Run 1, met4 routing:
Scale bar: 50 um. Supply wires on this layer in grey.
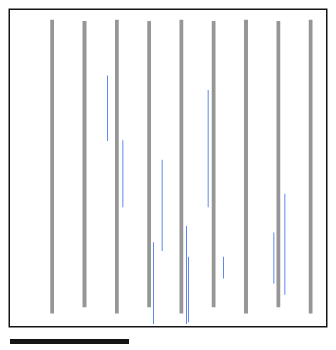
Run 1, metal 3:
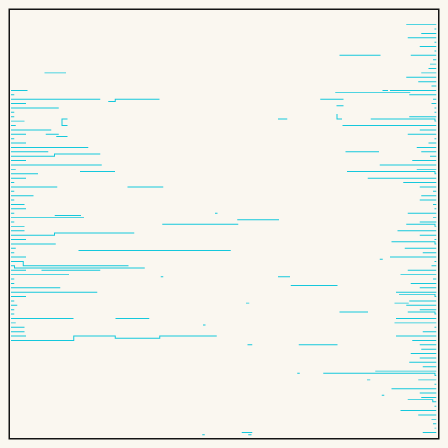
Run 1, signal wires on met2:
Cells faint in the background.
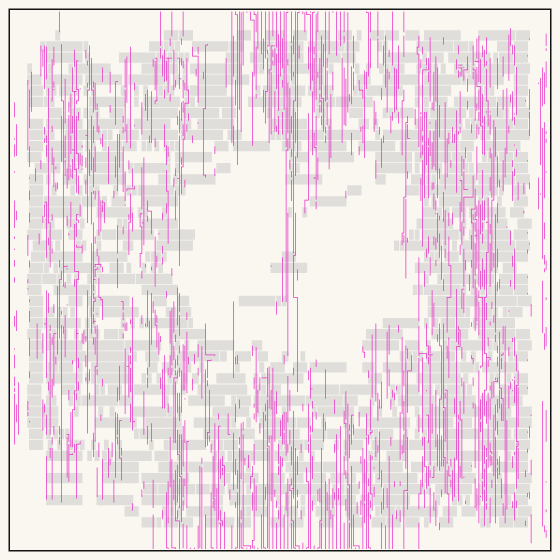
==> src/rtl/mips_pkg.sv <==
// Shared MIPS core constants and the MEM-stage access-unit state encoding.
package mips_pkg;

  localparam int DATA_W = 32;
  localparam int REG_AW = 5;

  typedef enum logic [1:0] {
    ST_IDLE = 2'd0,
    ST_REQ  = 2'd1,
    ST_DONE = 2'd2
  } mau_state_t;

endpackage

==> src/rtl/mau_timeout_ctr.sv <==
// Watchdog for an outstanding data-bus request: expired pulses on the REQ cycle
// in which the LIMIT-th consecutive unacknowledged cycle is reached.
module mau_timeout_ctr #(
  parameter int LIMIT = 15
) (
  input  logic clk,
  input  logic rst_n,
  input  logic clear,
  input  logic enable,
  output logic expired
);

  logic [3:0] count_reg;

  always_ff @(posedge clk or negedge rst_n) begin
    if (!rst_n) begin
      count_reg <= 4'd0;
    end else if (clear) begin
      count_reg <= 4'd0;
    end else if (enable) begin
      count_reg <= count_reg + 4'd1;
    end
  end

  // The increment taken this cycle would reach LIMIT, so abort now.
  assign expired = enable && (count_reg == 4'(LIMIT - 1));

endmodule

==> src/rtl/mem_access_unit.sv <==
// MEM stage: runs LW/SW over a req/ack bus, stalls upstream while busy, owns MEM/WB.
// Optional request watchdog enabled by defining MAU_TIMEOUT_EN.
module mem_access_unit
  import mips_pkg::*;
#(
  parameter int DATA_W  = mips_pkg::DATA_W,
  parameter int REG_AW  = mips_pkg::REG_AW,
  parameter int TIMEOUT = 15
) (
  input  logic              clk,
  input  logic              rst_n,
  input  logic              ex_valid,
  input  logic              ex_mem_read,
  input  logic              ex_mem_write,
  input  logic              ex_reg_write,
  input  logic              ex_mem_to_reg,
  input  logic [DATA_W-1:0] ex_alu_result,
  input  logic [DATA_W-1:0] ex_store_data,
  input  logic [REG_AW-1:0] ex_wb_addr,
  output logic              stall,
  output logic              bus_req,
  output logic              bus_we,
  output logic [DATA_W-1:0] bus_addr,
  output logic [DATA_W-1:0] bus_wdata,
  input  logic              bus_ack,
  input  logic [DATA_W-1:0] bus_rdata,
  output logic              wb_valid,
  output logic              wb_reg_write,
  output logic              wb_mem_to_reg,
  output logic [DATA_W-1:0] wb_load_data,
  output logic [DATA_W-1:0] wb_alu_result,
  output logic [REG_AW-1:0] wb_addr,
  output logic              mem_err
);

  mau_state_t        state_reg, state_next;
  logic [DATA_W-1:0] rdata_reg;
  logic              err_reg;
  logic              mem_op, aligned;
  logic              start_req, start_err, ack_take, abort, timeout_hit;

  assign mem_op  = ex_valid && (ex_mem_read || ex_mem_write);
  assign aligned = (ex_alu_result[1:0] == 2'b00);

`ifdef MAU_TIMEOUT_EN
  mau_timeout_ctr #(
    .LIMIT(TIMEOUT)
  ) u_timeout (
    .clk    (clk),
    .rst_n  (rst_n),
    .clear  (start_req),
    .enable ((state_reg == ST_REQ) && !bus_ack),
    .expired(timeout_hit)
  );
`else
  assign timeout_hit = 1'b0;
`endif

  always_ff @(posedge clk or negedge rst_n) begin
    if (!rst_n) state_reg <= ST_IDLE;
    else        state_reg <= state_next;
  end

  always_comb begin
    state_next = state_reg;
    stall      = 1'b0;
    start_req  = 1'b0;
    start_err  = 1'b0;
    ack_take   = 1'b0;
    abort      = 1'b0;
    case (state_reg)
      ST_IDLE: begin
        if (mem_op) begin
          stall = 1'b1;
          if (aligned) begin
            start_req  = 1'b1;
            state_next = ST_REQ;
          end else begin
            start_err  = 1'b1;
            state_next = ST_DONE;
          end
        end
      end
      ST_REQ: begin
        stall = 1'b1;
        if (bus_ack) begin
          ack_take   = 1'b1;
          state_next = ST_DONE;
        end else if (timeout_hit) begin
          abort      = 1'b1;
          state_next = ST_DONE;
        end
      end
      ST_DONE: state_next = ST_IDLE;
      default: state_next = ST_IDLE;
    endcase
  end

  // Bus side: request fields are latched once and held until the access ends.
  always_ff @(posedge clk or negedge rst_n) begin
    if (!rst_n) begin
      bus_req   <= 1'b0;
      bus_we    <= 1'b0;
      bus_addr  <= '0;
      bus_wdata <= '0;
      rdata_reg <= '0;
      err_reg   <= 1'b0;
      mem_err   <= 1'b0;
    end else begin
      if (start_req) begin
        bus_req   <= 1'b1;
        bus_we    <= ex_mem_write;
        bus_addr  <= {ex_alu_result[DATA_W-1:2], 2'b00};
        bus_wdata <= ex_store_data;
      end else if (ack_take || abort) begin
        bus_req <= 1'b0;
      end
      if (ack_take) rdata_reg <= bus_rdata;
      if (start_err || abort) begin
        err_reg <= 1'b1;
        mem_err <= 1'b1;
      end else if (state_reg == ST_DONE) begin
        err_reg <= 1'b0;
      end
    end
  end

  // MEM/WB register: bubble while stalled, completed access from DONE, else pass-through.
  always_ff @(posedge clk or negedge rst_n) begin
    if (!rst_n) begin
      wb_valid      <= 1'b0;
      wb_reg_write  <= 1'b0;
      wb_mem_to_reg <= 1'b0;
      wb_load_data  <= '0;
      wb_alu_result <= '0;
      wb_addr       <= '0;
    end else if (stall) begin
      wb_valid      <= 1'b0;
      wb_reg_write  <= 1'b0;
      wb_mem_to_reg <= 1'b0;
      wb_load_data  <= '0;
      wb_alu_result <= '0;
      wb_addr       <= '0;
    end else if (state_reg == ST_DONE) begin
      wb_valid      <= 1'b1;
      wb_reg_write  <= ex_reg_write && !err_reg;
      wb_mem_to_reg <= ex_mem_to_reg;
      wb_load_data  <= err_reg ? '0 : rdata_reg;
      wb_alu_result <= ex_alu_result;
      wb_addr       <= ex_wb_addr;
    end else begin
      wb_valid      <= ex_valid;
      wb_reg_write  <= ex_valid && ex_reg_write;
      wb_mem_to_reg <= ex_mem_to_reg;
      wb_load_data  <= '0;
      wb_alu_result <= ex_alu_result;
      wb_addr       <= ex_wb_addr;
    end
  end

endmodule

==> config.mk <==
export PLATFORM = sky130hd
export DESIGN_NAME = mem_access_unit
export DESIGN_NICKNAME = d
export VERILOG_FILES = /design/src/rtl/mips_pkg.sv /design/src/rtl/mau_timeout_ctr.sv /design/src/rtl/mem_access_unit.sv
export SDC_FILE = /design/constraint.sdc
export NUM_CORES = 1
export LEC_CHECK = 0
export ABC_AREA = 1
export CORE_MARGIN = 4
export CORE_UTILIZATION = 40
export DETAILED_ROUTE_END_ITERATION = 16
export PLACE_DENSITY = 0.8
export SYNTH_ARGS = -nofsm -noshare
export SYNTH_HDL_FRONTEND = slang
export SYNTH_SLANG_ARGS = --single-unit
==> constraint.sdc <==
create_clock -name clk -period 3.1 [get_ports clk]
set_input_delay 0.31 -clock clk [delete_from_list [all_inputs] [get_ports clk]]
set_output_delay 0.31 -clock clk [all_outputs]
set_load 0.03 [all_outputs]
==> run summary, run 1 <==
non-clock buffer count: 256
Final Wtd Congestion: 0.824
overall die height: 133 um
final core occ: 62.4%
minimum clock period: 1970 ps
status: completed
PwrDens: 934 mW/mm^2
worst path arrival time: 1660 ps
Min-Delay Path Class: input port to flip-flop
CP max-delay cell: clkdlybuf4s50_1
Post-Layout Cell Count: 1117
IO Port Bufs: 246
crit path max fanout: 3
Num CTS Buffers: 17
post-place setup slack: 985 ps
Remaining DRCs: 0
clk_lat worst skew: 420 ps
Seq power: 0.00335 W
tool warning count: 26
Top Usage Layer GRT: met2
Synth area leader: dfrtp_1
grt met1 use: 24.0%
MI comb cells: 422
first-pass GRT wire length: 27200 um
Vias per Instance: 4.56
synth warn: 0
Placed Instances: 1084
Crit. End Element: output pin
CTS tree: yes
path type of the worst setup path: input port to output pin
Cell Area, Synth: 0.00622 mm^2
Static Leak: 4.77 nW
Met2 Routed Length: 8080 um
sequential share of the synthesized area: 69.2%
most common library cells after synthesis: nand2_1, dfrtp_1, nor2_1
top cell category: registers
antenna cells: 0
CP endpoint: stall
Top-area cell share: 69.2%
drt initial violations: 274
Tightest Pin Transition: 967 ps
Switching Fraction: 36.3%
Worst EP required: 2790 ps
Notes on 'met4 routing' above:
- longest straight run: 49.0 um
- main direction: vertical
- wire length on this layer: 316 um
- nets with wire on the layer: 7

Notes on 'metal 3' above:
- longest straight run: 46.9 um
- share of all routed wire: 8.9%
final wirelength: 16800 um
vias: 5094

Notes on 'signal wires on met2' above:
- wire length on this layer: 8080 um
- main direction: vertical
- share of all routed wire: 48%
- nets with wire on the layer: 815
- longest straight run: 48.3 um
met2 usage: 32.4%

==> run 1 -> run 2 <==
clock period = 1.9 ns   (was 3.1 ns; I/O delays follow)
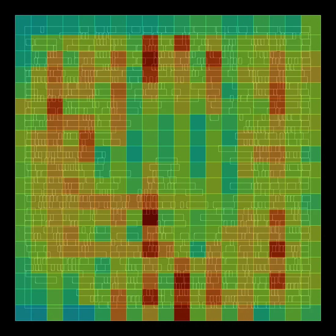
Run 2: routing congestion
Top Usage Layer GRT: met2
All-Layer GR Usage: 19.3%
WL/cell: 14.7 um
met2 usage: 31.1%

==> run summary, run 2 <==
status: completed
synth warn: 0 (unchanged)
Vias per Instance: 4.51 (-1.0%)
drt initial violations: 184 (-33%)
Clock Pin Slew Worst Setup and Hold Paths: 70 ps
largest net degree at the start of global routing: 49
hpwl dp: 12100 um
Min-Delay Path Class: input port to async pin
Seq/total area: 44.9%
metal1 wirelength: 7000 um
CTS tree: yes
IO Port Bufs: 246 (unchanged)
Crit path depth: 4
final wirelength: 16500 um (-1.4%)
grt met1 use: 24.0% (+0.035 points)
vias: 5086 (-0.16%)
Sequential Power Share: 38.1%
Final Wtd Congestion: 0.822 (-0.22%)
clock sink count: 172
overall die height: 133 um (unchanged)
minimum clock period: 1720 ps
PwrDens: 1490 mW/mm^2 (+60%)
Worst EP required: 1710 ps (-1080 ps)
Gate Area: 0.00160 mm^2
M3 GR Usage: 7.03%
sequential share of the synthesized area: 69.2% (unchanged)
most common library cells after synthesis: nand2_1, dfrtp_1, nor2_1
Remaining DRCs: 0 (unchanged)
antenna cells: 0 (unchanged)
CP max-delay cell: dfrtp_1
Met2 Routed Length: 7860 um (-2.8%)
path type of the worst setup path: flip-flop to output pin
first-pass GRT wire length: 26600 um (-2.2%)
tool warning count: 26 (unchanged)
Hold Buf Count CTS: 1
crit path max fanout: 5 (+2)
Post-synth EDFFs: 0
top cell category: registers
Cell Area, Synth: 0.00622 mm^2 (unchanged)
Placed Instances: 1094 (+0.92%)
Num CTS Buffers: 17 (unchanged)
Top-area cell share: 69.2% (unchanged)
Crit. End Element: output pin
fill count: 1209
Tightest Pin Transition: 526 ps (-441 ps)
Switching Fraction: 36.9% (+0.54 points)
CP endpoint: stall
post-place setup slack: 153 ps (-832 ps)
Clock Buffer Count: 18
CTS Buffer Depth: 2
non-clock buffer count: 266 (+3.9%)
final core occ: 63.0% (+0.58 points)
Static Leak: 4.83 nW (+1.2%)
vias in the first global route: 5122
MI comb cells: 422 (unchanged)
comb area leader: simple AND/OR/NAND/NOR gates
Synth area leader: dfrtp_1
Clk pwr share: 23.5%
Cell variety after synth: 12
worst path arrival time: 1530 ps (-130 ps)
yosys cell count: 671
Seq power: 0.00545 W (+63%)
H-tree depth: 4
clk_lat worst skew: 420 ps (about the same)
Post-Layout Cell Count: 1127 (+0.90%)
Main synth FF type: dfrtp_1
tap cells: 188
Final Power: 0.0143 W
==> run 2 -> run 3 <==
CORE_MARGIN = 5   (was 4)
CTS_CLUSTER_SIZE = 24   (was not set)
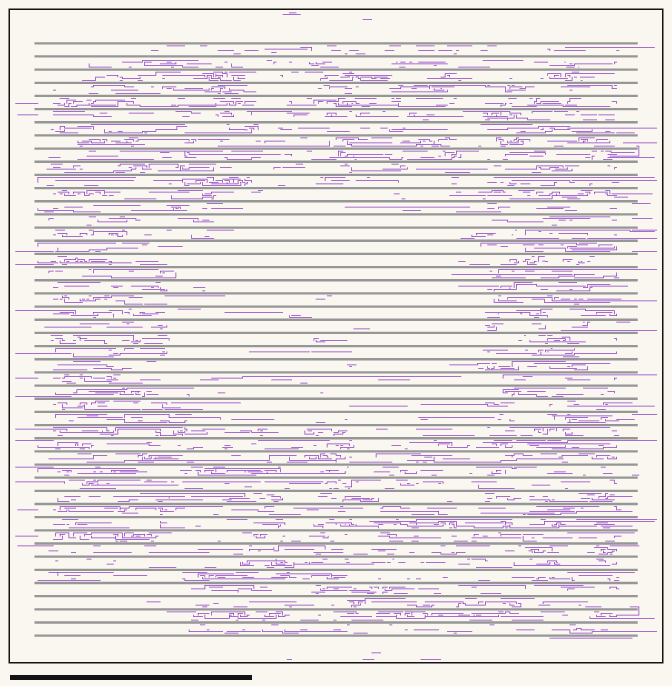
Run 3: met1 routing
Scale bar: 50 um. Supply wires on this layer in grey.
- share of all routed wire: 40%
- main direction: horizontal

==> run summary, run 3 <==
status: completed
path type of the worst setup path: flip-flop to output pin
row cnt: 45
WL/cell: 14.5 um (-0.95%)
non-clock buffer count: 263 (-1.1%)
1st-pass router iterations: 7
sequential share of the synthesized area: 69.2% (unchanged)
Worst EP required: 1710 ps (about the same)
RSZ-0062 raised after global routing: false
hpwl dp: 11700 um (-3.1%)
Gate Area: 0.00160 mm^2 (-0.16%)
Post-Layout Cell Count: 1147 (+1.8%)
fin. max-slew vios: 0
Sequential Power Share: 38.2% (about the same)
IO Port Bufs: 246 (unchanged)
vias: 5021 (-1.3%)
Final Wtd Congestion: 0.764 (-7.0%)
drt initial violations: 265 (+44%)
All-Layer GR Usage: 18.5% (-0.82 points)
Clock Pin Slew Worst Setup and Hold Paths: 60 ps (about the same)
tool warning count: 26 (unchanged)
Seq/total area: 44.9% (about the same)
Met2 Routed Length: 8060 um (+2.6%)
CTS Buffer Depth: 2 (unchanged)
Min-Delay Path Class: input port to async pin
Post-synth EDFFs: 0 (unchanged)
CP endpoint: stall
worst path arrival time: 1590 ps (+60 ps)
Remaining DRCs: 0 (unchanged)
M3 GR Usage: 7.86% (+0.83 points)
overall die height: 135 um (+1.5%)
Static Leak: 4.80 nW (-0.56%)
Top-area cell share: 69.2% (unchanged)
Placed Instances: 1114 (+1.8%)
Tightest Pin Transition: 557 ps (+31.3 ps)
synth top area cells: dfrtp_1, nand2_1, nor2_1
Clk pwr share: 23.6% (about the same)
final wirelength: 16700 um (+0.81%)
crit path max fanout: 5 (unchanged)
largest net degree at the start of global routing: 55 (+12%)
Seq power: 0.00546 W (about the same)
Vias per Instance: 4.38 (-3.0%)
Crit. End Element: output pin
Top Usage Layer GRT: met2
r2r endpoint: rdata_reg[22]$_DFFE_PN0P_
met2 usage: 29.7% (-1.4 points)
grt met1 use: 23.1% (-0.98 points)
MI comb cells: 422 (unchanged)
Cell Area, Synth: 0.00622 mm^2 (unchanged)
top cell category: registers
Startpoint Class: flip-flop
tap cells: 211 (+12%)
synth warn: 0 (unchanged)
final core occ: 62.8% (-0.22 points)
Switching Fraction: 36.6% (-0.27 points)
Syn-to-layout area delta: 54.0%
most common library cells after synthesis: nand2_1, dfrtp_1, nor2_1
Synth area leader: dfrtp_1
comb area leader: simple AND/OR/NAND/NOR gates
Final Hold Vio Count: 0
CTS tree: yes
Num CTS Buffers: 17 (unchanged)
metal1 wirelength: 6730 um (-3.9%)
H-tree depth: 4 (unchanged)
clk_lat worst skew: 420 ps (about the same)
Clock Buffer Count: 25 (+7)
fill count: 1244 (+2.9%)
Crit path depth: 4 (unchanged)
minimum clock period: 1780 ps (+59.7 ps)
PwrDens: 1490 mW/mm^2 (-0.20%)
Main synth FF type: dfrtp_1
yosys cell count: 671 (unchanged)
Final Power: 0.0143 W (-0.19%)
post-place setup slack: 272 ps (+119 ps)
Hold Buf Count CTS: 1 (unchanged)
vias in the first global route: 4980 (-2.8%)
CP max-delay cell: dfrtp_1
first-pass GRT wire length: 26300 um (-1.1%)
antenna cells: 0 (unchanged)
Cell variety after synth: 12 (unchanged)
clock sink count: 172 (unchanged)
No activity file was given, so power comes from the tool's default toggle rates.
